**Run 1: clock wires, drivers and flops**

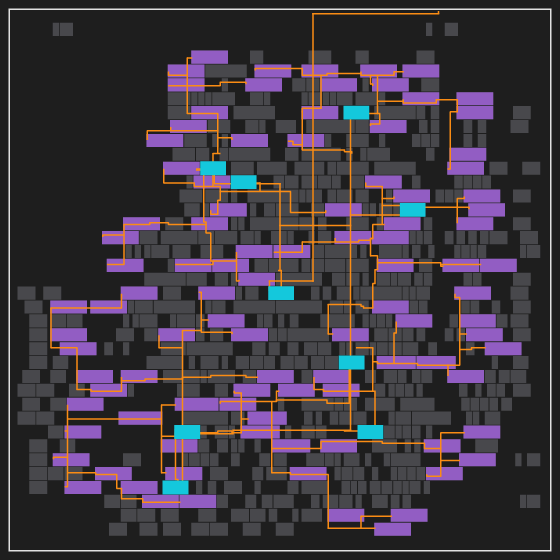
**Run 1: the metal 1 layer**

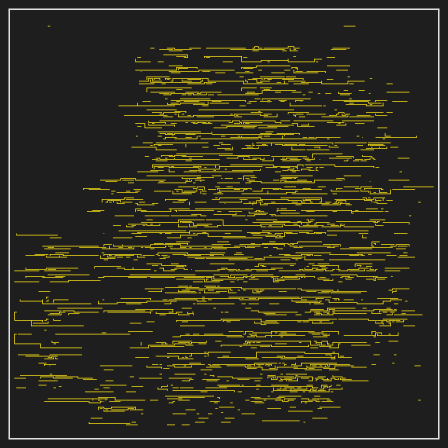
**Run 1: routing congestion map**

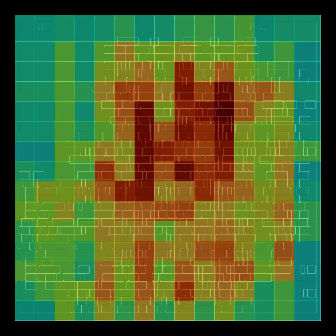
## src/rtl/ad9228_fifo_drain.sv

```systemverilog
// AD9228 FIFO drain: reads each channel's capture FIFO in fixed-length bursts, round-robin,
// and emits tagged 32-bit words on a valid/ready stream. Empty channels stall and then pad,
// so every burst always carries exactly BURST_LEN words.
module ad9228_fifo_drain #(
  parameter int unsigned NUM_CHANNELS   = 4,
  parameter int unsigned DATA_WIDTH     = 12,
  parameter int unsigned BURST_LEN      = 16,
  parameter int unsigned TIMEOUT_CYCLES = 1024,
  localparam int unsigned AddrW  = (NUM_CHANNELS > 1) ? $clog2(NUM_CHANNELS) : 1,
  localparam int unsigned BurstW = (BURST_LEN > 1) ? $clog2(BURST_LEN) : 1,
  localparam int unsigned StallW = (TIMEOUT_CYCLES > 1) ? $clog2(TIMEOUT_CYCLES) : 1
) (
  input  logic                    clk,
  input  logic                    rst,
  input  logic                    en,
  output logic [AddrW-1:0]        fifo_addr,
  output logic [NUM_CHANNELS-1:0] fifo_rd_en,
  input  logic                    fifo_not_empty,
  input  logic                    fifo_full,
  input  logic [DATA_WIDTH-1:0]   fifo_dout,
  output logic [31:0]             m_data,
  output logic                    m_valid,
  input  logic                    m_ready,
  output logic                    m_last,
  output logic                    busy,
  output logic [NUM_CHANNELS-1:0] ovf_flags,
  input  logic                    ovf_clr
);

  typedef enum logic [2:0] {
    StIdle,
    StSelect,
    StWaitData,
    StLatch,
    StSend
  } state_e;

  localparam logic [BurstW-1:0] LastBeat = BurstW'(BURST_LEN - 1);
  localparam logic [StallW-1:0] StallMax = StallW'(TIMEOUT_CYCLES - 1);
  localparam logic [AddrW-1:0]  LastCh   = AddrW'(NUM_CHANNELS - 1);

  state_e                         state_q, state_d;
  logic [AddrW-1:0]               ch_q, ch_d;
  logic [BurstW-1:0]              burst_q, burst_d;
  logic [StallW-1:0]              stall_q, stall_d;
  logic [NUM_CHANNELS-1:0][11:0]  seq_q, seq_d;
  logic [31:0]                    m_data_q, m_data_d;
  logic [NUM_CHANNELS-1:0]        ovf_q, ovf_d;

  logic [3:0]  ch_tag;
  logic [11:0] sample_ext;

  assign ch_tag     = 4'(ch_q);
  assign sample_ext = 12'(fifo_dout);

  // Next-state logic for the burst FSM, counters and the output word register.
  always_comb begin
    state_d    = state_q;
    ch_d       = ch_q;
    burst_d    = burst_q;
    stall_d    = stall_q;
    seq_d      = seq_q;
    m_data_d   = m_data_q;
    fifo_rd_en = '0;

    unique case (state_q)
      StIdle: begin
        if (en) state_d = StSelect;
      end
      StSelect: begin
        // Mux settle cycle after fifo_addr changes.
        state_d = StWaitData;
      end
      StWaitData: begin
        if (fifo_not_empty) begin
          fifo_rd_en[ch_q] = 1'b1;
          stall_d          = '0;
          state_d          = StLatch;
        end else if ((TIMEOUT_CYCLES != 0) && (stall_q == StallMax)) begin
          // Pad keeps burst framing intact; seq is not consumed so the gap is visible.
          m_data_d = {ch_tag, seq_q[ch_q], 1'b1, 3'b000, 12'h000};
          stall_d  = '0;
          state_d  = StSend;
        end else begin
          stall_d = stall_q + 1'b1;
        end
      end
      StLatch: begin
        m_data_d     = {ch_tag, seq_q[ch_q], 1'b0, 3'b000, sample_ext};
        seq_d[ch_q]  = seq_q[ch_q] + 12'd1;
        state_d      = StSend;
      end
      StSend: begin
        if (m_ready) begin
          if (burst_q == LastBeat) begin
            burst_d = '0;
            ch_d    = (ch_q == LastCh) ? '0 : ch_q + 1'b1;
            state_d = StIdle;
          end else begin
            burst_d = burst_q + 1'b1;
            state_d = StWaitData;
          end
        end
      end
      default: state_d = StIdle;
    endcase
  end

  // Sticky overflow flags; a set in the same cycle as a clear wins.
  always_comb begin
    ovf_d = ovf_q;
    if (ovf_clr) ovf_d = '0;
    if ((state_q != StIdle) && fifo_full) ovf_d[ch_q] = 1'b1;
  end

  // State register with synchronous reset.
  always_ff @(posedge clk) begin
    if (rst) begin
      state_q  <= StIdle;
      ch_q     <= '0;
      burst_q  <= '0;
      stall_q  <= '0;
      seq_q    <= '0;
      m_data_q <= '0;
      ovf_q    <= '0;
    end else begin
      state_q  <= state_d;
      ch_q     <= ch_d;
      burst_q  <= burst_d;
      stall_q  <= stall_d;
      seq_q    <= seq_d;
      m_data_q <= m_data_d;
      ovf_q    <= ovf_d;
    end
  end

  assign fifo_addr = ch_q;
  assign m_data    = m_data_q;
  assign m_valid   = (state_q == StSend);
  assign m_last    = (state_q == StSend) && (burst_q == LastBeat);
  assign busy      = (state_q != StIdle);
  assign ovf_flags = ovf_q;

endmodule

```

## config.mk

```make
export PLATFORM = sky130hd
export DESIGN_NAME = ad9228_fifo_drain
export DESIGN_NICKNAME = d
export VERILOG_FILES = /design/src/rtl/ad9228_fifo_drain.sv
export SDC_FILE = /design/constraint.sdc
export NUM_CORES = 1
export LEC_CHECK = 0
export CAP_MARGIN = 20
export CORE_UTILIZATION = 40
export DETAILED_ROUTE_END_ITERATION = 16
export GPL_TIMING_DRIVEN = 0
export PLACE_DENSITY = 0.72
export SYNTH_ARGS = -nofsm -noshare
export SYNTH_HDL_FRONTEND = slang
export SYNTH_SLANG_ARGS = --single-unit
```

## constraint.sdc

```tcl
create_clock -name clk -period 2.15 [get_ports clk]
set_clock_uncertainty 0.05 [all_clocks]
set_input_delay 0.3225 -clock clk [delete_from_list [all_inputs] [get_ports clk]]
set_output_delay 0.3225 -clock clk [all_outputs]
set_load 0.02 [all_outputs]
```

==> summary.txt, run 1 <==
Flow results are below.

- The leakage component of the power is 0.001985 uW, for reference.
- The last weighted congestion value of the routability-driven placer is 0.8031, for reference.
- The synthesized-area fraction occupied by adder cells is 2.033%, for reference.
- Per the area breakdown, the dominant cell category is combinational gates.
- The synthesized netlist has a Yosys-reported chip area of about 0.0043 sq mm.
- The final timing report counts setup violations totalling 14.
- The clock drives roughly 98 sinks.
- Walking the worst path, the cells encountered are buf_12, buf_12, mux4_2, ha_4, and2_4, nand4_1, xor2_2, buf_6, a211oi_2.
- The share of synthesized cell area in and-or and or-and compound cells is between 10% and 20%, for reference.
- The clock tree from TritonCTS is built, for reference.
- Wire segments on met3 add up to 770 um in the final route.
- Clock tree synthesis inserted a total of 9 buffers.
- The worst min-delay path category is primary input to flop, for reference.
- The start-to-end type of the worst setup path is flop to flop, for reference.
- The tightest hold path in the finished design has a slack of around 390 ps.
- The final non-filler cell area is roughly 0.0057 sq mm, for reference.
- The routed design shows a wire length per standard cell of about 17 um.
- Following the worst setup path forward leads to its endpoint at seq_q[30].
- The count of flip-flops with a built-in enable after synthesis is 0, for reference.
- The startpoint kind of the worst setup timing path is a flop, for reference.
- The post-layout worst setup margin is -47.13 ps, for reference.
- The vertical die dimension reported for this design is 105.8 um.
- Measured against its own limit, the worst slew margin works out to 50.54%.
- The final timing summary puts the cycle share of the worst path at 102.2%.
- The placeable core area is a little over 0.01 sq mm, for reference.
- The number of antenna violations at the first check in global routing is 0, for reference.
- For reference, the final report shows the max-slew violation count at 0.
- The combinational group power is 321 uW, for reference.
- After synthesis the cells add up to 0.004309 sq mm.
- The number of flip-flops and latches in the synthesized netlist is approximately 100, for reference.
- The flow ran to the end, but the final reports show violations.
- In this run, placement finished with an instance count of 653.
- The gate-level netlist out of Yosys references 44 unique cell types.
- Per the cell usage report, the commonest logic cells after layout are 91 x sky130_fd_sc_hd__dfxtp_1, 65 x sky130_fd_sc_hd__nor2_1, 49 x sky130_fd_sc_hd__clkdlybuf4s50_1, 32 x sky130_fd_sc_hd__a21oi_1, 26 x sky130_fd_sc_hd__buf_4.
- The layout report lists the non-clock buffer share of cell area as between 15 and 20%.
- The checks that failed: setup timing.
- The floorplan report gives the top-level pin count as ~64.
- Hold-check failures listed in the final report amount to 0.
- The part of the power in combinational logic is ~9.8%, for reference.
- The topmost layer with routed signal wires is met4, for reference.
- Counting only logic cells after layout, the most numerous master is sky130_fd_sc_hd__dfxtp_1.
- The net total in the final layout is ~570, for reference.
- After synthesis, the share of flip-flops with an asynchronous set or reset is 0%.
- The width of the die is 105.8 um, for reference.
- The pin slew with the least headroom to its limit is around 740 ps, for reference.
- The clock H-tree reported by CTS has 3 levels.
- The part of the Yosys area used for sequential elements is around 46%, for reference.
- The layout report gives the register share of total cell area as roughly a third.
- The total cells reported by yosys after synthesis is between 400 and 500, for reference.
- Counting both buffers and inverters, the worst setup path holds a total of 3.
- The sequential cell count is about 98, for reference.
- In this run, the number of DRC markers left after iteration 0 of detailed routing was approximately 180.
- The register with the highest flop count is seq_q, for reference.
- The number of warnings issued by yosys is 0, for reference.
- The area taken by multi-input logic gates is around 0.0024 sq mm, for reference.
- Once layout is complete, the utilization of the core stands at about 55%.
- The endpoint with the worst hold slack is state_q[0], for reference.
- The pin count of the biggest net entering global routing is 16, for reference.
- The kind of cell adding the most delay to the critical path is multiplexers, for reference.
- The number of detailed-route iterations in the first pass is 4, for reference.
- The fraction of power consumed by sequential logic is 56.5%, for reference.
- The power of the sequential group is around 1900 uW, for reference.
- The worst setup path is captured at a flop.
- After synthesis, the most frequently instantiated cells are 98 x sky130_fd_sc_hd__dfxtp_1, 66 x sky130_fd_sc_hd__nor2_1, 38 x sky130_fd_sc_hd__a211oi_1.
-- 'clock wires, drivers and flops' (at the start) --
[clock wires] orange | length: 1,190 um
[flip-flops] purple | count: 98
[clock drivers] cyan | count: 9
routed clock nets	10
worst skew pair latency: 370 ps
fraction of power consumed by the clock network: 33.7%

-- 'the metal 1 layer' (at the start) --
main direction	horizontal
wire length on this layer	5,060 um
nets with wire on the layer	526
Routed Wire Length: 11.45 mm
Vias: 3,820

-- 'routing congestion map' (at the start) --
met1 layer usage reported by global route: 26.59%
most heavily used metal layer in global routing: met2
total routing resource utilization after global routing: 20.77%
Global Route met3 Usage: 4.267%

==> run 2, diff against run 1 <==
--- a/config.mk
+++ b/config.mk
@@ -7,9 +7,11 @@
 export LEC_CHECK = 0
 export CAP_MARGIN = 20
 export CORE_UTILIZATION = 40
+export CTS_BUF_LIST = sky130_fd_sc_hd__clkbuf_4 sky130_fd_sc_hd__clkbuf_8 sky130_fd_sc_hd__clkbuf_16
 export DETAILED_ROUTE_END_ITERATION = 16
 export GPL_TIMING_DRIVEN = 0
 export PLACE_DENSITY = 0.72
+export SLEW_MARGIN = 20
 export SYNTH_ARGS = -nofsm -noshare
 export SYNTH_HDL_FRONTEND = slang
 export SYNTH_SLANG_ARGS = --single-unit
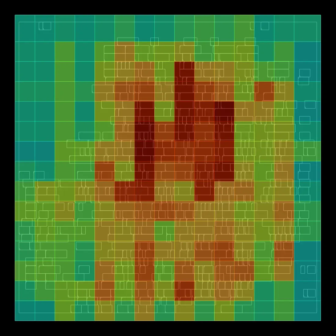
**Above:** run 2 (routing congestion map).
Global Route met3 Usage: 4.391%
routed len/inst: 16.50 um
final standard cell utilization of the core: 55.21%
total routing resource utilization after global routing: 20.72%
met1 layer usage reported by global route: 26.24%

==> run 2 against run 1 <==
Sequential cell count stayed put. Largest cell class unchanged. The flow still finishes with violations (setup timing). Synthesized area unchanged. Largest power group unchanged. Clock power up 4%. Wire length down 0.53%. Non-clock buffer count increased by 1.
==> summary.txt, run 2 <==
Flow results are below.

- The chip area line of the yosys report is 0.004309 sq mm (unchanged), for reference.
- The dominant power group in this design is registers.
- The net total in the final layout is 575 (+0.17%), for reference.
- The height of the die is 105.8 um (unchanged), for reference.
- The number of antenna violations at the first check in global routing was 0 (unchanged).
- The checks that failed: setup timing.
- In this run the remaining antenna-violating nets after routing total 0.
- The power share of the clock group is 34.4% (+0.7 points).
- The area of the die is between 0.01 and 0.015 sq mm, for reference.
- The fraction of power consumed by sequential logic was 55.9% (-0.6 points).
- The cell count of the worst hold path is 3, for reference.
- The combinational group power is 322 uW (about the same), for reference.
- The flip-flop count of the largest register, all copies and words added is roughly 48, for reference.
- In the setup report, the worst path falls into the class flop to flop.
- The DRC marker count from the first detailed-route iteration is 220 (+25%).
- The pin count of the biggest net entering global routing is 16 (unchanged), for reference.
- The placeable core area is 0.01037 sq mm (unchanged).
- The number of warnings issued by yosys is 0 (unchanged), for reference.
- The biggest cell delay along the critical path is ~570 ps, for reference.
- The number of buffers inserted during clock tree synthesis was 9 (unchanged).
- The layout overhead on the synthesized area is 32.87%, for reference.
- Fill cells in the final layout number 923.
- The proportion of register bits with asynchronous set or reset after synthesis is 0% (unchanged), for reference.
- The remaining design rule violation count is 0, for reference.
- The share of final layout cell area taken by non-clock buffers is 17.20% (+0.090 points), for reference.
- The final-report setup violation count is 10 (-4), for reference.
- TritonCTS built the clock tree.
- The width of the die is 105.8 um (unchanged), for reference.
- The number of slew-limit violations in the final report was 0 (unchanged).
- For the finished layout, the period the worst path requires is between 2000 and 2500 ps.
- The post-layout worst setup margin is -46.57 ps (+0.5611 ps).
- The number of distinct library cell variants in the gate-level netlist after synthesis is 44 (unchanged), for reference.
- The combined area of all synthesized cells is 0.004309 sq mm (unchanged), for reference.
- The wire length on met2 is around 5.3 mm, for reference.
- The layer carrying the most global-route usage is met2, for reference.
- The multiplexer area fraction after synthesis is 8.972%, for reference.
- The worst min-delay path category is primary input to flop, for reference.
- The worst hold slack across all endpoints is 393.4 ps (+0.01700 ps), for reference.
- The final hold violation count was 0 (unchanged).
- The area used by sequential logic in the layout is 0.001976 sq mm, for reference.
- The total cells reported by yosys after synthesis was 457 (unchanged).
- The sequential cell count came to 98 (unchanged).
- The critical path endpoint category is a flop, for reference.
- Among the stages of the critical path, the cell type that occurs most often is sky130_fd_sc_hd__buf_12.
- The largest fanout on the critical path is 7, for reference.
- The worst hold path terminates at state_q[0].
- The synthesized-area fraction occupied by adder cells is 2.033% (unchanged), for reference.
- The last weighted congestion value of the routability-driven placer is 0.8031 (unchanged), for reference.
- Counting the clock-network buffers in the layout gives 12.
- In the synthesized netlist, the cells that appear most often are 98 x sky130_fd_sc_hd__dfxtp_1, 66 x sky130_fd_sc_hd__nor2_1, 38 x sky130_fd_sc_hd__a211oi_1.
- In this run, the synthesized area fraction spent on and/or/nand/nor cells is recorded as about 18%.
- Once the clock tree was built, the setup fixing pass inserted 14 buffers.
- The topmost layer with routed signal wires is met4, for reference.
- The part of the Yosys area used for sequential elements was 45.53% (unchanged).
- The worst register-to-register path has a depth of 9.
- The number of multi-input combinational cells is 319, for reference.
- The run finished, with violations left.
- By area, combinational gates come first.
- The source-to-sink clock delay at the later pin of the worst-skew pair is 370 ps (about the same), for reference.
- The leakage component of the power came to 0.001996 uW (+0.57%).
- The worst slack at placement is -381.5 ps, for reference.
- STA puts the critical path data arrival time at 2380 ps.
- The number of cells after detailed placement was 653 (unchanged).
- The power of the sequential group is 1850 uW (about the same).
- The part of the power in combinational logic is 9.7% (about the same), for reference.
- Grouping stages by cell kind, the critical path spends the most delay in multiplexers.
- The layout buffer count excluding clock buffers is between 100 and 150, for reference.
- The fraction of met2 tracks used by global routing is about 34%, for reference.
- Of the cells placed in the final design, the portion with a size suffix greater than 1 is between 20 and 25%.
- The timing endpoint of the critical path is seq_q[18], for reference.
- Net switching is about a quarter of the power.
- The count of cells resized by post-cts repair is between 50 and 60, for reference.
- Leaving out fill and tap cells, the most frequent cells in the layout are 91 x sky130_fd_sc_hd__dfxtp_1, 65 x sky130_fd_sc_hd__nor2_1, 49 x sky130_fd_sc_hd__clkdlybuf4s50_1, 31 x sky130_fd_sc_hd__a21oi_1, 27 x sky130_fd_sc_hd__buf_4.
- The register with the highest flop count is seq_q, for reference.
- The number of vias in the routed layout came to 3,853 (+0.86%).
- The count of flip-flops with a built-in enable after synthesis was 0 (unchanged).
- The routed length on met3 was 867 um (+13%).
- Among logic cells in the layout, the one with the most instances is sky130_fd_sc_hd__dfxtp_1.
- Clock-pin slew was measured on the worst setup and hold paths at around 100 ps.
- Summed over its instances, the top area cell type makes up between 40% and 50% of the synthesized netlist area.
- The area taken by multi-input logic gates is 0.002397 sq mm (about the same), for reference.
- For this design, the CTS-stage hold fixing added 0 buffers.
- The clock network consumes a total of 1140 uW.
- The number of detailed-route iterations in the first pass is 5 (+1), for reference.
- The total routed wire length on the met1 layer is 4.984 mm, for reference.
- The share of synthesized cell area in and-or and or-and compound cells is 18.52% (unchanged).
- For this run the detailed placement stage logged an HPWL of around 7.6 mm.
- The worst slew margin relative to its limit is 49.12% (-1.4 points), for reference.
- The area share of xor/xnor cells in the synthesized design is between 2 and 2.5%, for reference.
- The report lists the power per cell area as ~580 mW/mm^2.
- The depth of the CTS H-tree is 3 (unchanged), for reference.
- The total wire length came to 11.39 mm (-0.53%).
- The multi-input gate share of total cell area is 41.87%, for reference.
- The final non-filler cell area is 0.005725 sq mm (+0.24%), for reference.
- In this build the clock could be raised as far as around 0.46 GHz.
- The number of flip-flops and latches in the synthesized netlist is 98 (unchanged), for reference.
- The share of the cycle needed by the critical path after routing came to 102.2% (about the same).
- The cell type that accounts for the most area after synthesis is sky130_fd_sc_hd__dfxtp_1.
- The sequential share of cell area came to 34.51% (-0.083 points).
- The clock network takes up about 3.1% of total cell area after layout.
- In the post-synthesis netlist, the biggest area contributors are sky130_fd_sc_hd__dfxtp_1 46%, sky130_fd_sc_hd__a211oi_1 6.6%, sky130_fd_sc_hd__nor2_1 5.7%.
- The buffer-and-inverter tally for the worst setup path came to 3 (unchanged).
- The total clock sinks is 98 (unchanged).
- The startpoint kind of the worst setup timing path is a flop, for reference.
- The cell sequence reported for the critical path is buf_12, buf_12, mux4_2, ha_4, and2_4, nand4_1, xor2_2, buf_6, a211oi_2.
- The first global-routing pass estimated 18.34 mm of wire.
- The power report puts the net switching power at 873.3 uW.
- The via count of the first global-routing pass was ~3,700.
- In this run the core area contains 37 standard-cell rows.
- The largest family of logic cells by area is AND-OR/OR-AND gates, for reference.
- The pin slew with the least headroom to its limit is 763.2 ps (+21.30 ps).
- The timing startpoint of the critical path is fifo_addr[0], for reference.
- The total number of cells along the worst setup path is 9, for reference.
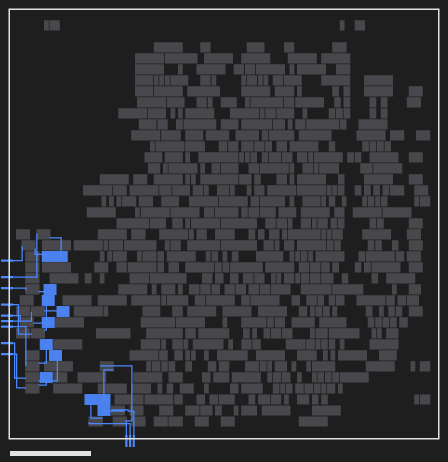
**Above:** run 2 (port wiring).
Bar = 20 um.
port	color	direction	edge	end cells	wire
`fifo_dout`	blue	input	9 left, 3 bottom	12	215 um
Buffers on Ports: 56
I/O pin cnt: 64

==> run 3, diff against run 2 <==
--- a/config.mk
+++ b/config.mk
@@ -6,6 +6,7 @@
 export NUM_CORES = 1
 export LEC_CHECK = 0
 export CAP_MARGIN = 20
+export CORE_MARGIN = 5
 export CORE_UTILIZATION = 40
 export CTS_BUF_LIST = sky130_fd_sc_hd__clkbuf_4 sky130_fd_sc_hd__clkbuf_8 sky130_fd_sc_hd__clkbuf_16
 export DETAILED_ROUTE_END_ITERATION = 16
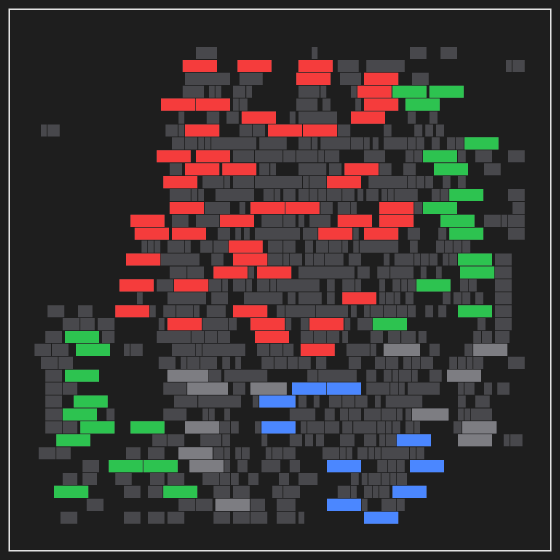
**Above:** run 3 (register map, names as in the netlist).
Other sequential cells in the stronger gray, the rest of the logic in the fainter gray.
netlist name	color	placed flops
`stall_q`	blue	10
`seq_q`	red	48
`m_data`	green	27
not colored	13
sequential share of cell area: 34.31%
final standard cell utilization of the core: 55.24%
sequential logic power: 1850 uW

==> run 3 against run 2 <==
The run still ends with setup timing left. Utilization about the same. First-iteration DRC count grew 38%. Setup slack got worse by 51 ps. Design area increased by 0.50%. Combinational power hardly changed. Critical path depth decreased by 1. Count of clock-buffer cells in the layout unchanged. Die area is 16% higher. Critical path type unchanged. Non-clock buffer count up 5. Wire length up 4.2%. Global-route usage is 2.6 points lower.
==> summary.txt, run 3 <==
Flow results are below.

- Setup repair after global routing could not meet its margin everywhere.
- The number of vias in the routed layout is 3,888 (+0.91%), for reference.
- Walking the worst path, the cells encountered are buf_8, buf_12, mux4_2, ha_4, and2_4, nand4_1, xor2_2, a211oi_1.
- The fraction of power consumed by sequential logic is 55.6% (-0.3 points), for reference.
- The tap cell count is 136, for reference.
- The endpoint with the worst hold slack is state_q[0], for reference.
- The area share of xor/xnor cells in the synthesized design is 2.033% (unchanged), for reference.
- The wire length on met2 is 5.681 mm (+7.5%), for reference.
- The multiplexer area fraction after synthesis was 8.972% (unchanged).
- The number of top-level pins came to 64 (unchanged).
- For reference, the critical path is captured by seq_q[30].
- The flip-flop count of the largest register, all copies and words added is 48 (unchanged), for reference.
- The number of rows created at floorplan is 37 (unchanged), for reference.
- The number of buffers added to fix hold violations after cts is 0 (unchanged), for reference.
- The number of cells after detailed placement is 653 (unchanged), for reference.
- The area taken by multi-input logic gates came to 0.002374 sq mm (-0.99%).
- The minimum period implied by the final worst setup slack is 2247 ps (+50.66 ps), for reference.
- The count of flip-flops with a built-in enable after synthesis came to 0 (unchanged).
- The part of the power in combinational logic was 9.6% (about the same).
- The global router reports that the layer with the highest usage is met2.
- The chip area line of the yosys report came to 0.004309 sq mm (unchanged).
- The kind of cell adding the most delay to the critical path is multiplexers, for reference.
- The placeable core area is 0.01042 sq mm (+0.45%), for reference.
- The multi-input gate share of total cell area is 41.25% (-0.62 points), for reference.
- The flop-to-flop setup slack is -100 ps, for reference.
- The number of detailed-route iterations in the first pass is 5 (unchanged), for reference.
- The remaining design rule violation count is 0 (unchanged), for reference.
- The via count of the first global-routing pass is 3,845 (+3.1%), for reference.
- The sequential cell count is 98 (unchanged), for reference.
- The share of the cycle needed by the critical path after routing came to 104.5% (+2.4 points).
- The library cells used most frequently in the layout, excluding fill and tap cells, are 92 x sky130_fd_sc_hd__dfxtp_1, 66 x sky130_fd_sc_hd__nor2_1, 50 x sky130_fd_sc_hd__clkdlybuf4s50_1, 33 x sky130_fd_sc_hd__buf_4, 31 x sky130_fd_sc_hd__a21oi_1.
- TritonCTS built the clock tree.
- The sum of negative setup slack is -1297 ps, for reference.
- The worst slew margin relative to its limit is 50.22% (+1.1 points), for reference.
- The number of distinct library cell variants in the gate-level netlist after synthesis is 44 (unchanged), for reference.
- The largest family of logic cells by area is AND-OR/OR-AND gates, for reference.
- The count of cells resized by post-cts repair is 53 (-7.0%).
- The number of slew-limit violations in the final report was 0 (unchanged).
- The residual antenna-violating net count after detailed routing was 0 (unchanged).
- The final-report setup violation count came to 31 (+21).
- The share of final layout cell area taken by non-clock buffers came to 17.85% (+0.65 points).
- The total clock sinks was 98 (unchanged).
- The cell class ranked first by area is combinational gates, for reference.
- The total routed wire length on the met1 layer came to 5.097 mm (+2.3%).
- The layout buffer count excluding clock buffers is 121 (+4.3%).
- The clock-cell share of area came to 3.305% (+0.18 points).
- The source-to-sink clock delay at the later pin of the worst-skew pair came to 380 ps (about the same).
- STA classifies the critical path startpoint as a flop.
- The total cells reported by yosys after synthesis is 457 (unchanged), for reference.
- The power share of the clock group is 34.8% (+0.4 points), for reference.
- The worst hold slack across all endpoints is 390.8 ps (-2.626 ps).
- The tally of clock buffers in the finished layout is 12 (unchanged).
- Across the run, the number of max-cap violations was 0.
- The number of post-CTS setup repair buffers is 16 (+2), for reference.
- The part of the Yosys area used for sequential elements came to 45.53% (unchanged).
- The pin slew with the least headroom to its limit is 746.8 ps (-16.42 ps), for reference.
- The number of filler instances in the final layout is 891 (-3.5%).
- The area of the die came to 0.01295 sq mm (+16%).
- The ratio of cells with drive above 1 in the final layout is 22.18% (-0.20 points), for reference.
- The clock-net power came to 1160 uW (about the same).
- The number of warnings issued by yosys is 0 (unchanged).
- The worst reg-to-reg path cell count is 8 (-1), for reference.
- The pin count of the biggest net entering global routing came to 16 (unchanged).
- The proportion of register bits with asynchronous set or reset after synthesis was 0% (unchanged).
- The routed length on met3 was 843 um (-2.8%).
- The power per cell area was 578.6 mW/mm^2 (about the same).
- The fraction of met2 tracks used by global routing was 29.92% (-3.6 points).
- The run finished, with violations left.
- The total number of cells along the worst setup path is 8 (-1), for reference.
- The topmost layer with routed signal wires is met4, for reference.
- The cell count of the worst hold path is 3 (unchanged).
- The number of multi-input combinational cells is 319 (unchanged), for reference.
- The number of antenna violations at the first check in global routing is 0 (unchanged), for reference.
- The biggest cell delay along the critical path is 580 ps (about the same), for reference.
- Leaving out the clock tree, the finished layout contains an inverter count of 5.
- Ranked by instance count, the synthesized netlist is headed by 98 x sky130_fd_sc_hd__dfxtp_1, 66 x sky130_fd_sc_hd__nor2_1, 38 x sky130_fd_sc_hd__a211oi_1.
- The last weighted congestion value of the routability-driven placer is 0.7986 (-0.56%), for reference.
- The power spent charging and discharging nets is 861.0 uW (-1.4%), for reference.
- The proportion of netlist area held by the largest area contributor is 45.53% (unchanged), for reference.
- The width of the die is 113.8 um (+7.6%), for reference.
- The data arrival time of the critical path is 2430 ps (+50 ps), for reference.
- The basic-gate share of the synthesized area counting and, or, nand and nor cells is 17.60% (unchanged), for reference.
- The end of the worst register-to-register path is seq_q[30], for reference.
- The global-route wire length before repair came to 18.86 mm (+2.8%).
- The worst slack at placement came to -426.7 ps (-45.15 ps).
- The biggest power consumer among the groups is registers, for reference.
- Summed over all layers, the global routing overflow is 0.
- The final hold violation count is 0 (unchanged), for reference.
- The main area contributors are sky130_fd_sc_hd__dfxtp_1 46%, sky130_fd_sc_hd__a211oi_1 6.6%, sky130_fd_sc_hd__nor2_1 5.7%.
- The leakage component of the power is 0.002025 uW (+1.4%), for reference.
- The depth of the CTS H-tree is 3 (unchanged), for reference.
- The register with the highest flop count is seq_q, for reference.
- The buffer-and-inverter tally for the worst setup path came to 2 (-1).
- The clock slew at the register clock pins of the worst setup and hold paths is 90 ps (about the same).
- Relative to the synthesized area, the layout overhead comes to 33.54%.
- The synthesized-area fraction occupied by adder cells is 2.033% (unchanged), for reference.
- The most frequent standard cell in the layout excluding fill and tap cells is sky130_fd_sc_hd__dfxtp_1, for reference.
- The total wire length is 11.87 mm (+4.2%), for reference.
- The checks that failed: setup timing.
- The number of buffers inserted during clock tree synthesis came to 9 (unchanged).
- The estimated wirelength of the detail-placed design was 7.793 mm (+2.4%).
- The post-layout worst setup margin came to -97.23 ps (-50.66 ps).
- The setup path with the least slack is of type flop to flop.
- For the worst reg-to-reg path, the startpoint reported by OpenROAD is fifo_addr[0].
- The DRC marker count from the first detailed-route iteration is 303 (+38%).
- The net total in the final layout is 580 (+0.87%), for reference.
- The height of the die is 113.8 um (+7.6%), for reference.
- Checking hold timing, the worst path is listed with class primary input to flop.
- The combinational group power was 319 uW (about the same).
- The area used by sequential logic in the layout is 0.001974 sq mm (about the same), for reference.
- sky130_fd_sc_hd__dfxtp_1 takes more of the synthesized area than any other cell.
- The combined area of all synthesized cells is 0.004309 sq mm (unchanged), for reference.
- The number of flip-flops and latches in the synthesized netlist came to 98 (unchanged).
- The most critical setup path has its startpoint at fifo_addr[0].
- The share of synthesized cell area in and-or and or-and compound cells is 18.52% (unchanged), for reference.
- The largest fanout on the critical path is 7 (unchanged), for reference.
- The tally of buffers added on design ports was 56 (unchanged).
- The switching share of power is 25.86% (-0.49 points), for reference.
- The final non-filler cell area came to 0.005754 sq mm (+0.50%).
- The maximum clock frequency is 0.4450 GHz (-2.3%).
- The critical path endpoint category is a flop, for reference.
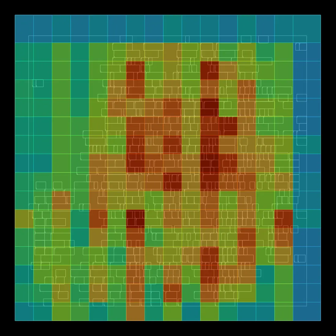
**Above:** run 3 (routing congestion map).
total routing resource utilization after global routing: 18.10%
met1 layer usage reported by global route: 22.97%
routed len/inst: 17.07 um
Global Route met3 Usage: 3.501%

No activity file was given, so power comes from the tool's default toggle rates.
